<file path="src/rtl/sys_ctrl_pkg.sv">
// Shared definitions for the system controller transmit path.
package sys_ctrl_pkg;

  typedef enum logic [1:0] {
    IDLE      = 2'd0,
    ISSUE     = 2'd1,
    WAIT_ACK  = 2'd2,
    WAIT_DONE = 2'd3
  } state_t;

  localparam int DATA_W_DEF = 8;
  localparam int ALU_W_DEF  = 16;
  // A buffered response is at most two bytes, so one index bit suffices.
  localparam int IDX_W      = 1;

endpackage

</file>
<file path="src/rtl/tx_ack_timer.sv">
// Clearable saturating up-counter used to bound the wait for UART TX busy.
module tx_ack_timer #(
  parameter int ACK_TIMEOUT = 255,
  localparam int CNT_W = $clog2(ACK_TIMEOUT + 1)
) (
  input  logic i_clk,
  input  logic i_rst_n,
  input  logic i_clr,
  input  logic i_en,
  output logic o_tc,
  output logic o_expire
);

  localparam logic [CNT_W-1:0] LIMIT    = CNT_W'(ACK_TIMEOUT);
  localparam logic [CNT_W-1:0] LIMIT_M1 = CNT_W'(ACK_TIMEOUT - 1);

  logic [CNT_W-1:0] r_count;

  // Count enabled cycles, holding at the limit instead of wrapping.
  always_ff @(posedge i_clk or negedge i_rst_n) begin
    if (!i_rst_n) begin
      r_count <= '0;
    end else if (i_clr) begin
      r_count <= '0;
    end else if (i_en && (r_count != LIMIT)) begin
      r_count <= r_count + CNT_W'(1);
    end
  end

  // o_expire flags the edge at which the count reaches the limit.
  assign o_tc     = (r_count == LIMIT);
  assign o_expire = i_en && !i_clr && (r_count == LIMIT_M1);

endmodule

</file>
<file path="src/rtl/sys_ctrl_tx_seq.sv">
// Buffers one register-file or ALU response and hands it to UART TX byte by byte.
module sys_ctrl_tx_seq
  import sys_ctrl_pkg::*;
#(
  parameter int DATA_W      = DATA_W_DEF,
  parameter int ALU_W       = ALU_W_DEF,
  parameter int ACK_TIMEOUT = 255
) (
  input  logic              CLK,
  input  logic              RST,
  input  logic [DATA_W-1:0] RdData,
  input  logic              RdData_Valid,
  input  logic [ALU_W-1:0]  ALU_OUT,
  input  logic              OUT_Valid,
  input  logic              TX_Busy,
  output logic [DATA_W-1:0] TX_P_DATA,
  output logic              TX_D_VLD,
  output logic              Ctrl_Busy,
  output logic              Drop_Err,
  output logic              Tx_Err
);

  state_t            r_state;
  logic [ALU_W-1:0]  r_hold;
  logic [IDX_W-1:0]  r_idx;
  logic [IDX_W:0]    r_nbytes;
  logic [DATA_W-1:0] r_tx_data;
  logic              r_tx_vld;
  logic              r_busy;
  logic              r_drop_err;
  logic              r_tx_err;

  logic              w_tmr_clr;
  logic              w_tmr_en;
  logic              w_tmr_tc;
  logic              w_tmr_expire;
  logic              w_more;
  logic [DATA_W-1:0] w_byte;

  assign w_tmr_clr = (r_state == ISSUE) && !TX_Busy;
  assign w_tmr_en  = (r_state == WAIT_ACK) && !TX_Busy;
  assign w_more    = ((IDX_W+1)'(r_idx) + (IDX_W+1)'(1)) < r_nbytes;
  assign w_byte    = (r_idx == IDX_W'(1)) ? r_hold[ALU_W-1:DATA_W] : r_hold[DATA_W-1:0];

  tx_ack_timer #(
    .ACK_TIMEOUT(ACK_TIMEOUT)
  ) u_ack_timer (
    .i_clk   (CLK),
    .i_rst_n (RST),
    .i_clr   (w_tmr_clr),
    .i_en    (w_tmr_en),
    .o_tc    (w_tmr_tc),
    .o_expire(w_tmr_expire)
  );

  // Transfer sequencer with all outputs registered.
  always_ff @(posedge CLK or negedge RST) begin
    if (!RST) begin
      r_state    <= IDLE;
      r_hold     <= '0;
      r_idx      <= '0;
      r_nbytes   <= '0;
      r_tx_data  <= '0;
      r_tx_vld   <= 1'b0;
      r_busy     <= 1'b0;
      r_drop_err <= 1'b0;
      r_tx_err   <= 1'b0;
    end else begin
      r_tx_vld <= 1'b0;
      case (r_state)
        IDLE: begin
          if (OUT_Valid) begin
            r_hold   <= ALU_OUT;
            r_nbytes <= (IDX_W+1)'(2);
            r_idx    <= '0;
            r_state  <= ISSUE;
            r_busy   <= 1'b1;
            if (RdData_Valid) begin
              r_drop_err <= 1'b1;
            end
          end else if (RdData_Valid) begin
            r_hold   <= {{(ALU_W-DATA_W){1'b0}}, RdData};
            r_nbytes <= (IDX_W+1)'(1);
            r_idx    <= '0;
            r_state  <= ISSUE;
            r_busy   <= 1'b1;
          end
        end
        ISSUE: begin
          if (!TX_Busy) begin
            r_tx_data <= w_byte;
            r_tx_vld  <= 1'b1;
            r_state   <= WAIT_ACK;
          end
        end
        WAIT_ACK: begin
          if (TX_Busy) begin
            r_state <= WAIT_DONE;
          end else if (w_tmr_expire || w_tmr_tc) begin
            // No resend: treat the byte as delivered and move on.
            r_tx_err <= 1'b1;
            if (w_more) begin
              r_idx   <= r_idx + IDX_W'(1);
              r_state <= ISSUE;
            end else begin
              r_state <= IDLE;
              r_busy  <= 1'b0;
            end
          end
        end
        WAIT_DONE: begin
          if (!TX_Busy) begin
            if (w_more) begin
              r_idx   <= r_idx + IDX_W'(1);
              r_state <= ISSUE;
            end else begin
              r_state <= IDLE;
              r_busy  <= 1'b0;
            end
          end
        end
        default: begin
          r_state <= IDLE;
          r_busy  <= 1'b0;
        end
      endcase
      // Responses arriving mid-transfer are lost; the hold register is untouched.
      if ((r_state != IDLE) && (RdData_Valid || OUT_Valid)) begin
        r_drop_err <= 1'b1;
      end
    end
  end

  assign TX_P_DATA = r_tx_data;
  assign TX_D_VLD  = r_tx_vld;
  assign Ctrl_Busy = r_busy;
  assign Drop_Err  = r_drop_err;
  assign Tx_Err    = r_tx_err;

endmodule

</file>
<file path="config.mk">
export PLATFORM = sky130hd
export DESIGN_NAME = sys_ctrl_tx_seq
export DESIGN_NICKNAME = d
export VERILOG_FILES = /design/src/rtl/sys_ctrl_pkg.sv /design/src/rtl/tx_ack_timer.sv /design/src/rtl/sys_ctrl_tx_seq.sv
export SDC_FILE = /design/constraint.sdc
export NUM_CORES = 1
export LEC_CHECK = 0
export ABC_AREA = 1
export CORE_AREA = 2 2 75 77
export DETAILED_ROUTE_END_ITERATION = 8
export DIE_AREA = 0 0 77 79
export SYNTH_ARGS = -nofsm -noshare
export SYNTH_HDL_FRONTEND = slang
export SYNTH_SLANG_ARGS = --single-unit
</file>
<file path="constraint.sdc">
create_clock -name CLK -period 1.5 [get_ports CLK]
set_input_delay 0.3 -clock CLK [delete_from_list [all_inputs] [get_ports CLK]]
set_output_delay 0.3 -clock CLK [all_outputs]
set_load 0.005 [all_outputs]
</file>
**Run 1: clock wiring as the flow saved it**

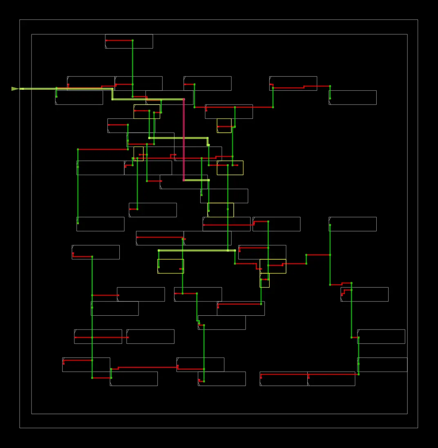
Worst Skew: 0.00481 ns
CTS Sinks: 41
CTS Buf Count: 5
Clk power: 0.733 mW
CLK BUF: 5

**Run 1: metal 2**

Drawn at 4 px/um.
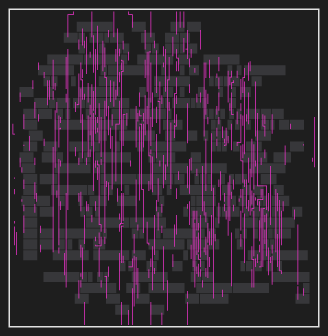
share of all routed wire: 48%
main direction: vertical
wire length on this layer: 2160 um
vias post-DR: 1770
wirelength, routed: 4510 um
M2 GR Usage: 0.276

**Run 1: cells colored by class**

Drawn at 4 px/um. Fill, decap, tap and diode cells in gray.
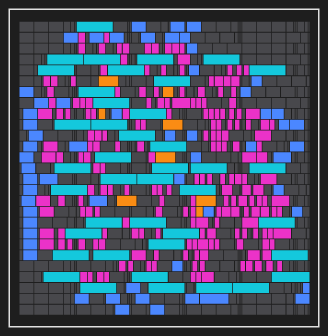
[orange] clock drivers and dummy loads | cells: 8 | share of their area: 3.2%
[blue] remaining buffers and delay cells | cells: 59 | share of their area: 21%
[magenta] remaining logic cells | cells: 200 | share of their area: 37%
[cyan] registers | cells: 41 | share of their area: 38%

==> results_slide.txt, run 1 <==
Run Summary

Synthesis
  • Ys async rst share: 1.00
  • Xor/xnor share: 0.0128
  • Mux cell area share after synthesis: 0.0389
  • Largest cells by area: dfrtp_1 50%, nand2_1 13%, o21ai_0 6.6%
  • Synth top cell by count: nand2_1
  • Yosys stat cell total: 250
  • Syn Nets: 282
  • Synth Warn #: 0

Die
  • Initial core utilization: 0.386
  • DIE WIDTH: about 77 um

Setup path
  • Critical Path Start: Tx_Err
  • Critical R2R Capture: Ctrl_Busy
  • Worst Path Required: 1.20 ns
  • Crit path capture: Tx_Err
  • Crit-path leading delay family: buffers and inverters
  • Worst setup EP type: output port
  • Worst reg-to-reg setup slack: 0.07 ns

Final layout
  • Most frequent cells in the layout: 74 x nand2_1, 40 x dfrtp_1, 34 x clkdlybuf4s50_1
  • Multi-input logic area: 882 um2
  • Post-route cell area: about 0.0028 mm2
  • FILL cells: 566
  • Number of antenna diodes: 0

Final timing
  • Max-slew violation count: 0
  • Worst Max-Slew Pin Slew: about 0.45 ns
  • Final hold violation count: 0
  • Achievable Freq: 691 MHz

Drt
  • Drc violations: 0

Place
  • Gpl congestion: 0.810
  • Post-Place Cells: roughly 370
  • Placement-stage cell area: 0.00263 mm2

Pwr
  • Sequential power: 1.73 mW
  • Final Total Pwr: 4.26 mW
  • Clock power share: 0.172
  • Largest Pwr Group: combinational logic

GRT
  • Overflow after GRT: 0

Run status
  • Outcome: finished, final reports clean

Worst hold path
  • HP Class: input pin to asynchronous set/reset pin
==> run 1: cell type report <==
cell class	instances	share of cell area
Clock buffer	5	0.0249
Multi-Input combinational cell	171	0.320
Timing Repair Buffer	59	0.204
Clock inverter	3	0.00635
Sequential cell	41	0.372
Inverter	29	0.0404
Tap cell	72	0.0327
==> run 1: registers in the layout (all words and copies together) (netlist names) <==
register	count
r_nbytes	2
Drop_Err	1
TX_D_VLD	1
r_idx	1
r_hold	16
u_ack_timer.r_count	8
Ctrl_Busy	1
Tx_Err	1
r_state	2
TX_P_DATA	8
==> run 1: repair_timing <==
action,CTS,global route
cloned,0,0
setup buffers,0,2
hold buffers,1,0
hold endpoints to repair,16,0
resized,1,7
setup endpoints to repair,1,12
pin swaps,0,0
==> inputs of run 2 (changes only) <==
--- a/config.mk
+++ b/config.mk
@@ -9,6 +9,7 @@
 export CORE_AREA = 2 2 75 77
 export DETAILED_ROUTE_END_ITERATION = 8
 export DIE_AREA = 0 0 77 79
+export GPL_TIMING_DRIVEN = 0
 export SYNTH_ARGS = -nofsm -noshare
 export SYNTH_HDL_FRONTEND = slang
 export SYNTH_SLANG_ARGS = --single-unit
**Run 2: cells colored by class**

Drawn at 4 px/um. Fill, decap, tap and diode cells in gray.
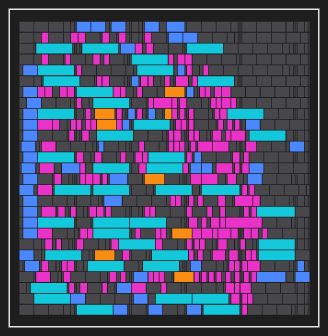
[cyan] registers | cells: 41 | share of their area: 39%
[orange] clock drivers and dummy loads | cells: 8 | share of their area: 3.9%
[blue] remaining buffers and delay cells | cells: 53 | share of their area: 19%
[magenta] remaining logic cells | cells: 200 | share of their area: 38%
post-route cell area: 0.00272 mm2
Rows: 27
core footprint: 0.00534 mm2
sequential cell area share: 0.378
Final Core Density: 0.510

==> results_slide.txt, run 2 <==
Run Summary

Setup path
  • Worst setup EP type: output port
  • Critical R2R Capture: u_ack_timer.r_count[1]
  • Critical Path Start: TX_P_DATA[6]
  • Crit path capture: TX_P_DATA[6]
  • Kind of critical path: flip-flop to output port
  • Crit-path leading delay family: buffers and inverters

Clock network
  • Post-CTS Resized: 0
  • CTS Buf Count: 5
  • Hold buffers post-CTS: 1
  • Setup bufs post-CTS: 0

Place
  • Post-Place Cells: roughly 360
  • Placement-stage cell area: 0.00256 mm2
  • Gpl congestion: about 0.77

Worst hold path
  • HP Class: input pin to asynchronous set/reset pin

Pwr
  • Sequential power: 1.77 mW
  • Final Total Pwr: 4.28 mW
  • Clk power: 0.798 mW

Synthesis
  • Yosys stat cell total: 250
  • Syn Nets: 282
  • Largest cells by area: dfrtp_1 50%, nand2_1 13%, o21ai_0 6.6%
  • Synth top cell by count: nand2_1
  • Ys async rst share: 1.00
  • Cell Area, Synth: 0.00206 mm2

Final timing
  • Achievable Freq: 678 MHz
  • Worst Max-Slew Pin Slew: 0.379 ns

Die
  • DIE WIDTH: 77 um
  • Initial core utilization: 0.386

Final layout
  • FILL cells: 552
  • Multi-input logic area: approximately 890 um2
  • Largest register FFs: 16
  • NumNets Final: 333
  • Most frequent cells in the layout: 74 x nand2_1, 39 x dfrtp_1, 35 x clkdlybuf4s50_1

Run status
  • Outcome: finished, final reports clean

Drt
  • Drc violations: 0
  • Vias post-DR: 1752
  • Wirelength, routed: 4520 um

GRT
  • Overflow after GRT: 0
-- run 2: cell counts after synthesis --
No cell type changed its count.
-- run 2: final cells by class --
class | count | area share
plain buffers | 9 | 0.0170
repair buffers | 44 | 0.166
flip-flops and latches | 41 | 0.378
multi-input cells | 171 | 0.329
well taps | 72 | 0.0331
clock buffers | 7 | 0.0354
inverters | 29 | 0.0400
clock inverters | 1 | 0.00184
-- run 2: logic make-up after synthesis --
| group | share of synthesized area |
|---|---|
| xor gates and xnor gates | 0.0128 |
| and+or+nand+nor | 0.245 |
| adders and majority gates | 0.0182 |
| muxes | 0.0389 |
| DFF | 0.498 |
| buffers and inverters | 0.0754 |
| AOI/OAI and AO/OA | 0.111 |
Power is estimated from default activity; no workload was simulated.
